`src/rtl/instr_decode_queue_if.sv`:
```
// Handshake and payload bundle for the instruction decode queue.
// The queue sits on the slave side; the producer/consumer pair drives the master side.
interface instr_decode_queue_if #(
  parameter int XLEN = 32
);
  logic            in_valid;
  logic            in_ready;
  logic [31:0]     in_instr;
  logic [XLEN-1:0] in_pc;
  logic            out_valid;
  logic            out_ready;
  logic [6:0]      out_opcode;
  logic [4:0]      out_rd;
  logic [2:0]      out_func3;
  logic [4:0]      out_rs1;
  logic [4:0]      out_rs2;
  logic [6:0]      out_func7;
  logic [XLEN-1:0] out_imm;
  logic [XLEN-1:0] out_pc;
  logic [2:0]      out_fmt;
  logic            out_illegal;

  modport master (
    output in_valid, in_instr, in_pc, out_ready,
    input  in_ready, out_valid, out_opcode, out_rd, out_func3, out_rs1,
           out_rs2, out_func7, out_imm, out_pc, out_fmt, out_illegal
  );

  modport slave (
    input  in_valid, in_instr, in_pc, out_ready,
    output in_ready, out_valid, out_opcode, out_rd, out_func3, out_rs1,
           out_rs2, out_func7, out_imm, out_pc, out_fmt, out_illegal
  );
endinterface

```
`src/rtl/instr_decode_queue.sv`:
```
// RISC-V instruction field/immediate decoder feeding a small circular buffer.
// Decode happens on the way in, so the head entry drives out_* straight from storage.
module instr_decode_queue #(
  parameter int              XLEN     = 32,
  parameter int              DEPTH    = 2,
  parameter logic [XLEN-1:0] RESET_PC = XLEN'(32'h0040_0000)
) (
  input  logic                     clock,
  input  logic                     reset_n,
  input  logic                     flush,
  instr_decode_queue_if.slave      q,
  output logic [$clog2(DEPTH):0]   count
);

  localparam int PW = $clog2(DEPTH);
  localparam int CW = PW + 1;

  typedef enum logic [2:0] {
    FMT_R    = 3'd0,
    FMT_I    = 3'd1,
    FMT_S    = 3'd2,
    FMT_B    = 3'd3,
    FMT_U    = 3'd4,
    FMT_J    = 3'd5,
    FMT_NONE = 3'd7
  } fmt_e;

  typedef struct packed {
    logic [6:0]      opcode;
    logic [4:0]      rd;
    logic [2:0]      func3;
    logic [4:0]      rs1;
    logic [4:0]      rs2;
    logic [6:0]      func7;
    logic [XLEN-1:0] imm;
    fmt_e            fmt;
    logic            illegal;
    logic [XLEN-1:0] pc;
  } entry_t;

  function automatic entry_t decode_f(input logic [31:0] instr, input logic [XLEN-1:0] pc);
    entry_t e;
    e.opcode = instr[6:0];
    e.rd     = instr[11:7];
    e.func3  = instr[14:12];
    e.rs1    = instr[19:15];
    e.rs2    = instr[24:20];
    e.func7  = instr[31:25];
    e.pc     = pc;
    e.fmt    = FMT_NONE;
    if (instr[1:0] == 2'b11) begin
      case (instr[6:0])
        7'b0110011:                                     e.fmt = FMT_R;
        7'b0010011, 7'b0000011, 7'b1100111, 7'b1110011: e.fmt = FMT_I;
        7'b0100011:                                     e.fmt = FMT_S;
        7'b1100011:                                     e.fmt = FMT_B;
        7'b0110111, 7'b0010111:                         e.fmt = FMT_U;
        7'b1101111:                                     e.fmt = FMT_J;
        // RV64 word-sized ops exist only on the 64-bit datapath
        7'b0011011: e.fmt = (XLEN == 64) ? FMT_I : FMT_NONE;
        7'b0111011: e.fmt = (XLEN == 64) ? FMT_R : FMT_NONE;
        default:    e.fmt = FMT_NONE;
      endcase
    end else begin
      e.fmt = FMT_NONE;
    end
    e.illegal = (e.fmt == FMT_NONE);
    case (e.fmt)
      FMT_I:   e.imm = XLEN'($signed(instr[31:20]));
      FMT_S:   e.imm = XLEN'($signed({instr[31:25], instr[11:7]}));
      FMT_B:   e.imm = XLEN'($signed({instr[31], instr[7], instr[30:25], instr[11:8], 1'b0}));
      FMT_U:   e.imm = XLEN'($signed({instr[31:12], 12'h000}));
      FMT_J:   e.imm = XLEN'($signed({instr[31], instr[19:12], instr[20], instr[30:21], 1'b0}));
      default: e.imm = {XLEN{1'b0}};
    endcase
    return e;
  endfunction

  entry_t          mem_r [DEPTH];
  logic [PW-1:0]   wr_ptr_r;
  logic [PW-1:0]   rd_ptr_r;
  logic [CW-1:0]   count_r;
  logic            in_ready_s;
  logic            out_valid_s;
  logic            push_s;
  logic            pop_s;
  entry_t          wr_entry_s;
  entry_t          head_s;

  assign in_ready_s  = (count_r < CW'(DEPTH));
  assign out_valid_s = (count_r != {CW{1'b0}});
  assign push_s      = q.in_valid && in_ready_s;
  assign pop_s       = out_valid_s && q.out_ready;
  assign wr_entry_s  = decode_f(q.in_instr, q.in_pc);
  assign head_s      = mem_r[rd_ptr_r];
  assign count       = count_r;
  assign q.in_ready  = in_ready_s;
  assign q.out_valid = out_valid_s;

  // Occupancy and pointer state; flush outranks both push and pop.
  always_ff @(posedge clock or negedge reset_n) begin
    if (!reset_n) begin
      wr_ptr_r <= {PW{1'b0}};
      rd_ptr_r <= {PW{1'b0}};
      count_r  <= {CW{1'b0}};
    end else if (flush) begin
      wr_ptr_r <= {PW{1'b0}};
      rd_ptr_r <= {PW{1'b0}};
      count_r  <= {CW{1'b0}};
    end else begin
      if (push_s) begin
        wr_ptr_r <= wr_ptr_r + PW'(1);
      end
      if (pop_s) begin
        rd_ptr_r <= rd_ptr_r + PW'(1);
      end
      case ({push_s, pop_s})
        2'b10:   count_r <= count_r + CW'(1);
        2'b01:   count_r <= count_r - CW'(1);
        default: count_r <= count_r;
      endcase
    end
  end

  // Entry storage; contents are qualified by count, so no reset is needed.
  always_ff @(posedge clock) begin
    if (push_s && !flush) begin
      mem_r[wr_ptr_r] <= wr_entry_s;
    end
  end

  // Head presentation, masked to the idle pattern while empty.
  always_comb begin
    q.out_opcode  = 7'd0;
    q.out_rd      = 5'd0;
    q.out_func3   = 3'd0;
    q.out_rs1     = 5'd0;
    q.out_rs2     = 5'd0;
    q.out_func7   = 7'd0;
    q.out_imm     = {XLEN{1'b0}};
    q.out_pc      = RESET_PC;
    q.out_fmt     = FMT_NONE;
    q.out_illegal = 1'b0;
    if (out_valid_s) begin
      q.out_opcode  = head_s.opcode;
      q.out_rd      = head_s.rd;
      q.out_func3   = head_s.func3;
      q.out_rs1     = head_s.rs1;
      q.out_rs2     = head_s.rs2;
      q.out_func7   = head_s.func7;
      q.out_imm     = head_s.imm;
      q.out_pc      = head_s.pc;
      q.out_fmt     = head_s.fmt;
      q.out_illegal = head_s.illegal;
    end else begin
      q.out_pc      = RESET_PC;
      q.out_fmt     = FMT_NONE;
    end
  end

endmodule

```
`src/flat_wrapper.sv`:
```
// flat-port wrapper written by rule: the top's interface ports become plain ports
module instr_decode_queue_flat 
#(
  parameter int              XLEN     = 32,
  parameter int              DEPTH    = 2,
  parameter logic [XLEN-1:0] RESET_PC = XLEN'(32'h0040_0000)
)
  (clock, reset_n, flush, count, q_in_valid, q_in_instr, q_in_pc, q_out_ready, q_in_ready, q_out_valid, q_out_opcode, q_out_rd, q_out_func3, q_out_rs1, q_out_rs2, q_out_func7, q_out_imm, q_out_pc, q_out_fmt, q_out_illegal);
  instr_decode_queue_if #(.XLEN(XLEN)) q_i ();
  input  logic clock;
  input  logic reset_n;
  input  logic flush;
  output logic [$clog2(DEPTH):0] count;
  input wire logic [$bits(q_i.in_valid)-1:0] q_in_valid;
  input wire logic [$bits(q_i.in_instr)-1:0] q_in_instr;
  input wire logic [$bits(q_i.in_pc)-1:0] q_in_pc;
  input wire logic [$bits(q_i.out_ready)-1:0] q_out_ready;
  output wire logic [$bits(q_i.in_ready)-1:0] q_in_ready;
  output wire logic [$bits(q_i.out_valid)-1:0] q_out_valid;
  output wire logic [$bits(q_i.out_opcode)-1:0] q_out_opcode;
  output wire logic [$bits(q_i.out_rd)-1:0] q_out_rd;
  output wire logic [$bits(q_i.out_func3)-1:0] q_out_func3;
  output wire logic [$bits(q_i.out_rs1)-1:0] q_out_rs1;
  output wire logic [$bits(q_i.out_rs2)-1:0] q_out_rs2;
  output wire logic [$bits(q_i.out_func7)-1:0] q_out_func7;
  output wire logic [$bits(q_i.out_imm)-1:0] q_out_imm;
  output wire logic [$bits(q_i.out_pc)-1:0] q_out_pc;
  output wire logic [$bits(q_i.out_fmt)-1:0] q_out_fmt;
  output wire logic [$bits(q_i.out_illegal)-1:0] q_out_illegal;
  assign q_i.in_valid = q_in_valid;
  assign q_i.in_instr = q_in_instr;
  assign q_i.in_pc = q_in_pc;
  assign q_i.out_ready = q_out_ready;
  assign q_in_ready = q_i.in_ready;
  assign q_out_valid = q_i.out_valid;
  assign q_out_opcode = q_i.out_opcode;
  assign q_out_rd = q_i.out_rd;
  assign q_out_func3 = q_i.out_func3;
  assign q_out_rs1 = q_i.out_rs1;
  assign q_out_rs2 = q_i.out_rs2;
  assign q_out_func7 = q_i.out_func7;
  assign q_out_imm = q_i.out_imm;
  assign q_out_pc = q_i.out_pc;
  assign q_out_fmt = q_i.out_fmt;
  assign q_out_illegal = q_i.out_illegal;
  instr_decode_queue #(.XLEN(XLEN), .DEPTH(DEPTH), .RESET_PC(RESET_PC)) u_core (.clock(clock), .reset_n(reset_n), .flush(flush), .q(q_i), .count(count));
endmodule
```
`config.mk`:
```
export PLATFORM = sky130hd
export DESIGN_NAME = instr_decode_queue_flat
export DESIGN_NICKNAME = d
export VERILOG_FILES = /design/src/rtl/instr_decode_queue_if.sv /design/src/rtl/instr_decode_queue.sv /design/src/flat_wrapper.sv
export SDC_FILE = /design/constraint.sdc
export NUM_CORES = 1
export LEC_CHECK = 0
export ABC_AREA = 1
export CAP_MARGIN = 20
export CELL_PAD_IN_SITES_DETAIL_PLACEMENT = 1
export CELL_PAD_IN_SITES_GLOBAL_PLACEMENT = 1
export CORE_ASPECT_RATIO = 1.75
export CORE_MARGIN = 2
export CORE_UTILIZATION = 36
export CTS_CLUSTER_SIZE = 20
export DETAILED_ROUTE_END_ITERATION = 10
export PLACE_DENSITY_LB_ADDON = 0.1
export SYNTH_ARGS = -nofsm -noshare
export SYNTH_HDL_FRONTEND = slang
export SYNTH_SLANG_ARGS = --single-unit
```
`constraint.sdc`:
```
create_clock -name clock -period 5.5 [get_ports clock]
set_input_delay 0.825 -clock clock [delete_from_list [all_inputs] [get_ports clock]]
set_output_delay 0.825 -clock clock [all_outputs]
set_load 0.02 [all_outputs]
```
Fig. 1: run 1, wiring heat map
The die is cut into 12 by 21 equal tiles; white is low, dark blue is high, scaled to the fullest tile. Values are wire area over tile area, all layers added.
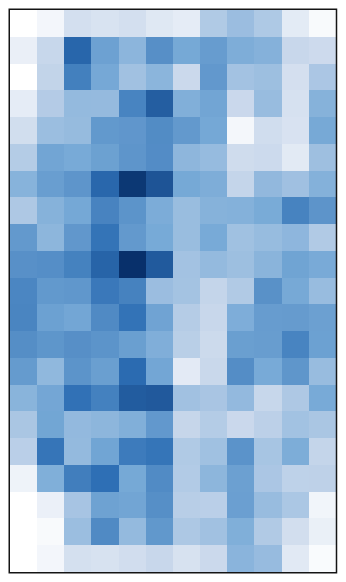
mean over tiles: 0.15
fullest tile: 0.34
nearly empty tiles: 2.0%
Tot GR Track Use: 19.0%
average wire per cell in the routed design: 18.8 microns
Via Count: 6335

Fig. 2: run 1, gate-type map
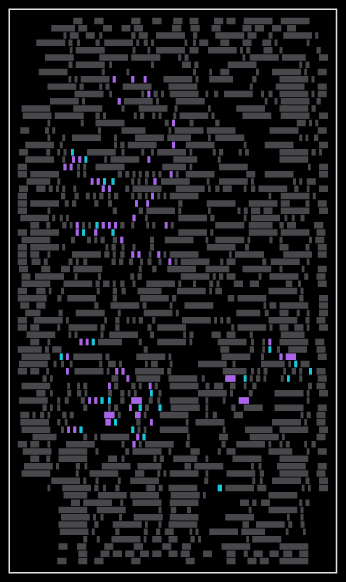
| family | colour | cells | most used |
|---|---|---|---|
| NOR gates | purple | 60 | nor2_1 |
| inverters | cyan | 24 | inv_1 |
logic gate fraction of the total cell area: 20.0%
most common library cell in the layout ignoring fill and taps: sky130_fd_sc_hd__nand2_1
post-route non-filler standard cell count: 1287

==> qor.yml, run 1 <==
drt:
  wl_met3_mm: 1.04
  drt-vias-per-instance: 4.92
  drc: 0
  length_of_the_first_detailed_routing_pass_in_iterations: 4
  m1WireLength_mm: 9.69
  postRouteAntennaNets: 0
  met2_length_mm: 13.0
  drt-total-wl_mm: 24.2
  drt-initial-drc-count: 280
  dr.max_layer_used: "met4"
power:
  p_comb_w: 0.00127
  p_total_w: 0.00449
  p_clk_w: 0.00136
  total_switching_power_w: 0.00140
  logic_pwr_share_pct: 28.4
  sw_frac_of_total_pct: 31.1
  proportion_of_power_drawn_by_flip_flops_and_latches_pct: 41.3
  leakage_nw: 4.27
  pwr_density_cell_nw_per_um2: 397
  power.group.top: "registers"
  clkPwrFrac_pct: 30.3
logic_synthesis:
  synthAdderAreaFrac_pct: 0
  synth.area.mux_share_pct: 0
  async_flop_share_pct: 1.96
  synth_cell_type_count: 19
  netlist.top_cell.by_area: "sky130_fd_sc_hd__edfxtp_1"
  synthesis.area_sq_um: 8680
  dominantRegCellSynth: "sky130_fd_sc_hd__edfxtp_1"
  enable_flop_cells: 200
  netlist_top_cells_area: "sky130_fd_sc_hd__edfxtp_1, sky130_fd_sc_hd__nand2_1, sky130_fd_sc_hd__a21oi_1"
  synthesis.yosys.warnings: 0
  synth-simple-area-share_pct: 19.7
  syn-instance-count: 810
  synth.top_cells.by_count: "sky130_fd_sc_hd__nand2_1, sky130_fd_sc_hd__edfxtp_1, sky130_fd_sc_hd__a21oi_1"
  synth_sequential_area_ratio_pct: 70.3
  postSynthRegisterBits: 204
  synth.most_common_cell: "sky130_fd_sc_hd__nand2_1"
  yosysChipArea_sq_um: 8680
  syn-mean-instance-area_sq_um: 10.7
  post_synth_ao_oa_area_fraction_pct: 6.11
layout:
  non_clock_buffer_count: 182
  nClkBuffers: 24
  max_flop_register: "u_core.mem_r"
  sequential_cell_area_sq_um: 6110
  num-multi-input-gates: 534
  logic_area_sq_um: 2270
  layout.non_clock_inverters: 24
  layout.area.top_class: "flip-flops and latches"
  final_net_count: 1035
  max_reg_flops: 200
  area_growth_syn_to_layout_pct: 30.4
  clk_share_pct: 5.73
  post_route_cells_drive_above_1_share_pct: 5.21
  sequential_cell_total: 204
  buffer_area_share_pct: 16.1
  fill_cells: 2611
  fin_util_pct: 47.5
  antenna-diode-count: 0
  seq_area_share_pct: 53.9
worst_setup_path:
  worst_ep_required_time_ps: 4680
  rr_endpoint: "u_core.mem_r[0][48]"
  cp_cell_instances: "buf_4, nand2_1, a21oi_1, clkdlybuf4s50_1"
  worst_path_top_cell_family_by_delay: "buffers and inverters"
  timing.critical_path.to: "q_out_imm[17]"
  worst_ep_arrival_time_ps: 3090
  crit_path_start_kind: "flop"
  crit_fanout: 71
  worst_r2r_startpoint: "u_core.count[1]"
  worst_setup_path_end_kind: "output port"
  worst_r2r_path_depth: 6
  cp_num_cells: 4
  worst-path-buf-inv: 2
  cp_slowest_cell: "sky130_fd_sc_hd__buf_4"
  worstSetupStartpoint: "u_core.rd_ptr_r"
  timing.critical_path.slowest_cell_delay_ps: 730
timing:
  timing.max_slew.rel_slack_pct: 36.3
  min_period_over_period_pct: 71.1
  setup_total_negative_slack_ps: 0
  final_hold_vios: 0
  worst_pin_slew_ps: 954
  max_clock_freq_ghz: 0.256
  rsz_0062_raised_after_global_routing: "no"
  worst_slack_ps: 1590
  final-max-slew-violation-count: 0
global_route:
  grt.met3_usage_pct: 2.42
  gr-max-usage-layer: "met2"
  antenna_found_initial: 0
  grt_pass1_vias: 6507
  grt_start_max_net_pins: 101
  grt_pass1_wl_mm: 37.1
  grt.met1_usage_pct: 22.8
  grt_overflow_total: 0
clocking:
  cts_resized: 0
  cts_num_sinks: 204
  ctsLongestPathBuffers: 3
  tritoncts_clock_tree: "done"
  cts.root.buffer_cell: "sky130_fd_sc_hd__clkbuf_16"
  clk_pin_slew_ps: 70
  clock_latency_ps: 510
  cts-buffers-inserted: 20
  number_of_buffers_added_to_fix_hold_violations_after_cts: 0
die:
  num_tap_cells: 308
  initial_utilization_pct: 36.4
  site_row_count: 75
  horizontal_extent_of_the_die_microns: 121
  die_height_microns: 209
hold_path:
  min-delay-path-class: "in2async"
place:
  detailedPlace.worstSlack_ps: 1990
  io_buffers: 172
  gp_congestion: 0.745
  post_dp_cell_area_sq_um: 10700
  placed_cells_incl_taps: 1252
run:
  tool_warnings: 28
outcome:
  status: "complete, no violations"
Fig. 3: run 1, ports around the boundary
The bar under the picture is 20 microns long. Pins as bars across the die edge, other pins in grey.
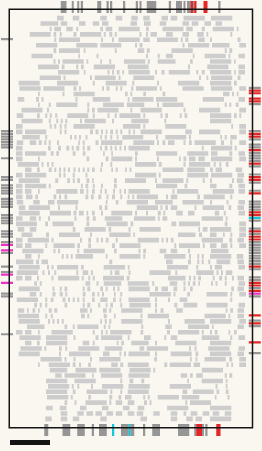
| port | colour | pins | direction | edge |
|---|---|---|---|---|
| q_out_pc | red | 32 | output | 23 right, 5 bottom, 4 top |
| q_out_rs2 | magenta | 5 | output | 4 left, 1 right |
| q_out_func3 | cyan | 3 | output | 2 bottom, 1 right |
all pins by edge: 63 right, 42 bottom, 37 left, 31 top

Fig. 4: run 1, layout detail
The bar under the picture is 5 microns long. Region (51, 137) to (71, 157) microns. Cells in grey, sequential cells in the stronger grey; small squares are vias.
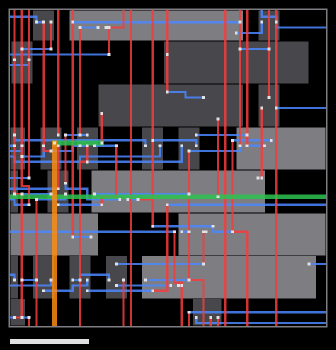
| layer | colour |
|---|---|
| met2 | red |
| met4 | orange |
| met1 | blue |
| met3 | green |
most frequent: nand2_1 (8), edfxtp_1 (6), nor2_1 (5)
sequential cells in the window: 6
netlist names of flops here include: u_core.mem_r (6)
cells with their middle in the window: 23

==> run 1 -> run 2 <==
- clock period: 5.5 -> 3.2 ns (I/O delays scaled with it)
==> qor.yml, run 2 <==
power:
  p_clk_w: 0.00210
  p_comb_w: 0.00225
  power.group.top: "registers"
  pwr_density_cell_nw_per_um2: 662
  logic_pwr_share_pct: 29.9
  p_total_w: 0.00753
  sw_frac_of_total_pct: 31.4
logic_synthesis:
  synthesis.yosys.warnings: 0
  synth.most_common_cell: "sky130_fd_sc_hd__nand2_1"
  synth_cell_type_count: 19
  enable_flop_cells: 200
  post_synth_ao_oa_area_fraction_pct: 6.11
  synth.area.mux_share_pct: 0
  dominantRegCellSynth: "sky130_fd_sc_hd__edfxtp_1"
  synthesis.area_sq_um: 8680
  async_flop_share_pct: 1.96
  synthAdderAreaFrac_pct: 0
  postSynthRegisterBits: 204
  yosysChipArea_sq_um: 8680
  syn-mean-instance-area_sq_um: 10.7
die:
  horizontal_extent_of_the_die_microns: 121
  die_height_microns: 209
  initial_utilization_pct: 36.4
layout:
  sequential_cell_area_sq_um: 6110
  seq_area_share_pct: 53.7
  num-multi-input-gates: 534
  fin_util_pct: 47.7
  non_clock_buffer_count: 193
  final_net_count: 1046
  fill_cells: 2611
  logic_gate_fraction_of_the_total_cell_area_pct: 19.9
  post_route_cells_drive_above_1_share_pct: 5.68
  max_flop_register: "u_core.mem_r"
  mostFrequentLayoutCell: "sky130_fd_sc_hd__nand2_1"
  layout.area.top_class: "flip-flops and latches"
  layout.non_clock_inverters: 24
drt:
  met2_length_mm: 13.4
  m1WireLength_mm: 9.53
  dr.max_layer_used: "met4"
  drt-total-wl_mm: 24.7
global_route:
  antenna_found_initial: 0
  grt.met1_usage_pct: 22.1
  grt_util_all_layers_pct: 19.5
  grt_pass1_vias: 6870
worst_setup_path:
  crit_fanout: 70
  worst_path_top_cell_family_by_delay: "buffers and inverters"
  worst_setup_path_end_kind: "output port"
  timing.critical_path.slowest_cell_delay_ps: 670
  cp_slowest_cell: "sky130_fd_sc_hd__clkdlybuf4s50_1"
  worst-path-buf-inv: 3
  timing.critical_path.to: "q_out_func3[1]"
timing:
  min_period_over_period_pct: 96.2
  worst_slack_ps: 121
  timing.max_slew.rel_slack_pct: 48.3
  final_hold_vios: 0
  worst_pin_slew_ps: 774
  setup_total_negative_slack_ps: 0
place:
  detailedPlace.worstSlack_ps: 388
clocking:
  tritoncts_clock_tree: "done"
  number_of_buffers_added_to_fix_hold_violations_after_cts: 0
  ctsLongestPathBuffers: 3
  cts_resized: 4
  clk_pin_slew_ps: 60
  clock_latency_ps: 490
outcome:
  status: "complete, no violations"
Fig. 5: run 2, layout detail
The bar under the picture is 5 microns long. Region (51, 137) to (71, 157) microns. Cells in grey, sequential cells in the stronger grey; small squares are vias.
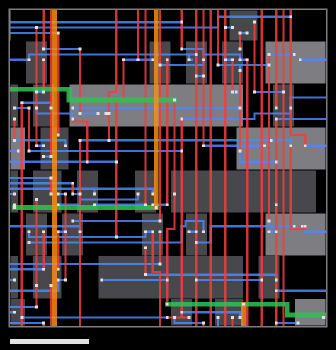
| layer | colour |
|---|---|
| met1 | blue |
| met2 | red |
| met3 | green |
| met4 | orange |
cells with their middle in the window: 24
netlist names of flops here include: u_core.mem_r (2)
sequential cells in the window: 2
most frequent: nand2_1 (11), nor2_1 (4), a21oi_1 (3)

Fig. 6: run 2, gate-type map
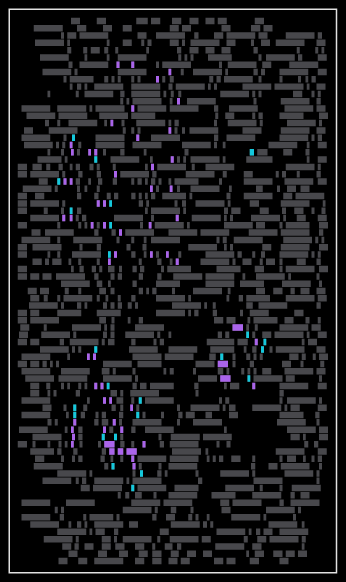
| family | colour | cells | most used |
|---|---|---|---|
| NOR gates | purple | 60 | nor2_1 |
| inverters | cyan | 24 | inv_1 |

==> run 2 -> run 3 <==
--- a/config.mk
+++ b/config.mk
@@ -8,3 +8,3 @@
 export ABC_AREA = 1
-export CAP_MARGIN = 20
+export CAP_MARGIN = 10
 export CELL_PAD_IN_SITES_DETAIL_PLACEMENT = 1
--- a/constraint.sdc
+++ b/constraint.sdc
@@ -3,2 +3,2 @@
 set_output_delay 0.48 -clock clock [all_outputs]
-set_load 0.02 [all_outputs]
+set_load 0.05 [all_outputs]
==> qor.yml, run 3 <==
drt:
  dr.max_layer_used: "met4"
  met2_length_mm: 13.2
  postRouteAntennaNets: 0
  route.detailed.wl_per_inst_microns: 18.9
  m1WireLength_mm: 9.38
  drt-initial-drc-count: 355
  drc: 0
  num_vias: 6428
logic_synthesis:
  enable_flop_cells: 200
  synth_sequential_area_ratio_pct: 70.3
  netlist.top_cell.by_area: "sky130_fd_sc_hd__edfxtp_1"
  synthesis.yosys.warnings: 0
  syn-mean-instance-area_sq_um: 10.7
  synth.top_cells.by_count: "sky130_fd_sc_hd__nand2_1, sky130_fd_sc_hd__edfxtp_1, sky130_fd_sc_hd__a21oi_1"
  synth_cell_type_count: 19
  syn-instance-count: 810
  synth-simple-area-share_pct: 19.7
  yosysChipArea_sq_um: 8680
  synthAdderAreaFrac_pct: 0
  postSynthRegisterBits: 204
  dominantRegCellSynth: "sky130_fd_sc_hd__edfxtp_1"
  synthesis.area_sq_um: 8680
  netlist_top_cells_area: "sky130_fd_sc_hd__edfxtp_1, sky130_fd_sc_hd__nand2_1, sky130_fd_sc_hd__a21oi_1"
  synth.area.mux_share_pct: 0
layout:
  logic_gate_fraction_of_the_total_cell_area_pct: 20.1
  seq_area_share_pct: 54.2
  antenna-diode-count: 0
  mostFrequentLayoutCell: "sky130_fd_sc_hd__nand2_1"
  layout.area.top_class: "flip-flops and latches"
  max_flop_register: "u_core.mem_r"
  area_growth_syn_to_layout_pct: 30.0
  final_net_count: 1050
  fill_cells: 2636
  sequential_cell_area_sq_um: 6110
  logic_area_sq_um: 2270
  fin_util_pct: 47.3
  layout.non_clock_inverters: 24
  post_route_cells_drive_above_1_share_pct: 17.2
  buffer_area_share_pct: 15.4
  final-instance-count-excl-fill: 1302
timing:
  final-max-slew-violation-count: 0
  final_hold_vios: 0
  min_period_over_period_pct: 83.0
  max_clock_freq_ghz: 0.376
  timing.max_slew.rel_slack_pct: 59.6
  worst_slack_ps: 543
  rsz_0062_raised_after_global_routing: "no"
  setup_total_negative_slack_ps: 0
  worst_pin_slew_ps: 604
power:
  pwr_density_cell_nw_per_um2: 761
  p_clk_w: 0.00248
  total_switching_power_w: 0.00320
  logic_pwr_share_pct: 34.2
  leakage_nw: 4.55
  clkPwrFrac_pct: 28.8
  sw_frac_of_total_pct: 37.3
  p_total_w: 0.00858
  proportion_of_power_drawn_by_flip_flops_and_latches_pct: 37.0
global_route:
  grt_start_max_net_pins: 74
  grt.met3_usage_pct: 3.13
  antenna_found_initial: 0
  grt_pass1_wl_mm: 37.7
  grt.met1_usage_pct: 21.5
  gr-max-usage-layer: "met2"
  grt_overflow_total: 0
worst_setup_path:
  timing.critical_path.slowest_cell_delay_ps: 460
  worstSetupStartpoint: "u_core.count[1]"
  crit_fanout: 55
  timing.critical_path.to: "q_out_rd[0]"
  worst_setup_path_end_kind: "output port"
  worst_path_top_cell_family_by_delay: "buffers and inverters"
  cp_num_cells: 4
  crit_path_start_kind: "flop"
  worst-path-buf-inv: 2
  worst_ep_required_time_ps: 2720
  rr_endpoint: "u_core.mem_r[0][93]"
  cp_cell_instances: "nor2_4, buf_12, a21oi_1, buf_4"
  worst_r2r_path_depth: 6
  worst_r2r_startpoint: "u_core.count[1]"
  cp_slowest_cell: "sky130_fd_sc_hd__dfrtp_2"
clocking:
  cts_resized: 0
  cts.root.buffer_cell: "sky130_fd_sc_hd__clkbuf_16"
  ctsLongestPathBuffers: 3
  clk_pin_slew_ps: 60
  cts-buffers-inserted: 20
  number_of_buffers_added_to_fix_hold_violations_after_cts: 0
place:
  placed_cells_incl_taps: 1267
  post_dp_cell_area_sq_um: 10600
  gp_congestion: 0.778
  io_buffers: 172
die:
  num_tap_cells: 308
  site_row_count: 75
  die_height_microns: 209
  initial_utilization_pct: 36.4
outcome:
  status: "complete, no violations"
run:
  tool_warnings: 26
Fig. 7: run 3, clock routing
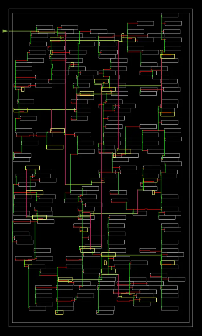
Post-Route Skew: 7.45 ps
# clock sinks: 204
later-pin clock latency in the skew report: 510 ps
Seq Cell Count: 204

Fig. 8: run 3, wiring heat map
The die is cut into 12 by 21 equal tiles; white is low, dark blue is high, scaled to the fullest tile. Values are wire area over tile area, all layers added.
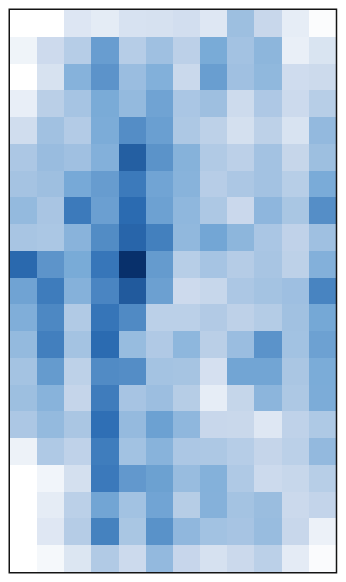
nearly empty tiles: 2.8%
mean over tiles: 0.15
fullest tile: 0.41
tiles over half the peak: 22%
densest ninth of the die: left middle
Tot GR Track Use: 19.5%
wire length reported by the detailed router: 24.6 mm

Power figures rest on the tool's default switching activity, not on a simulated workload.
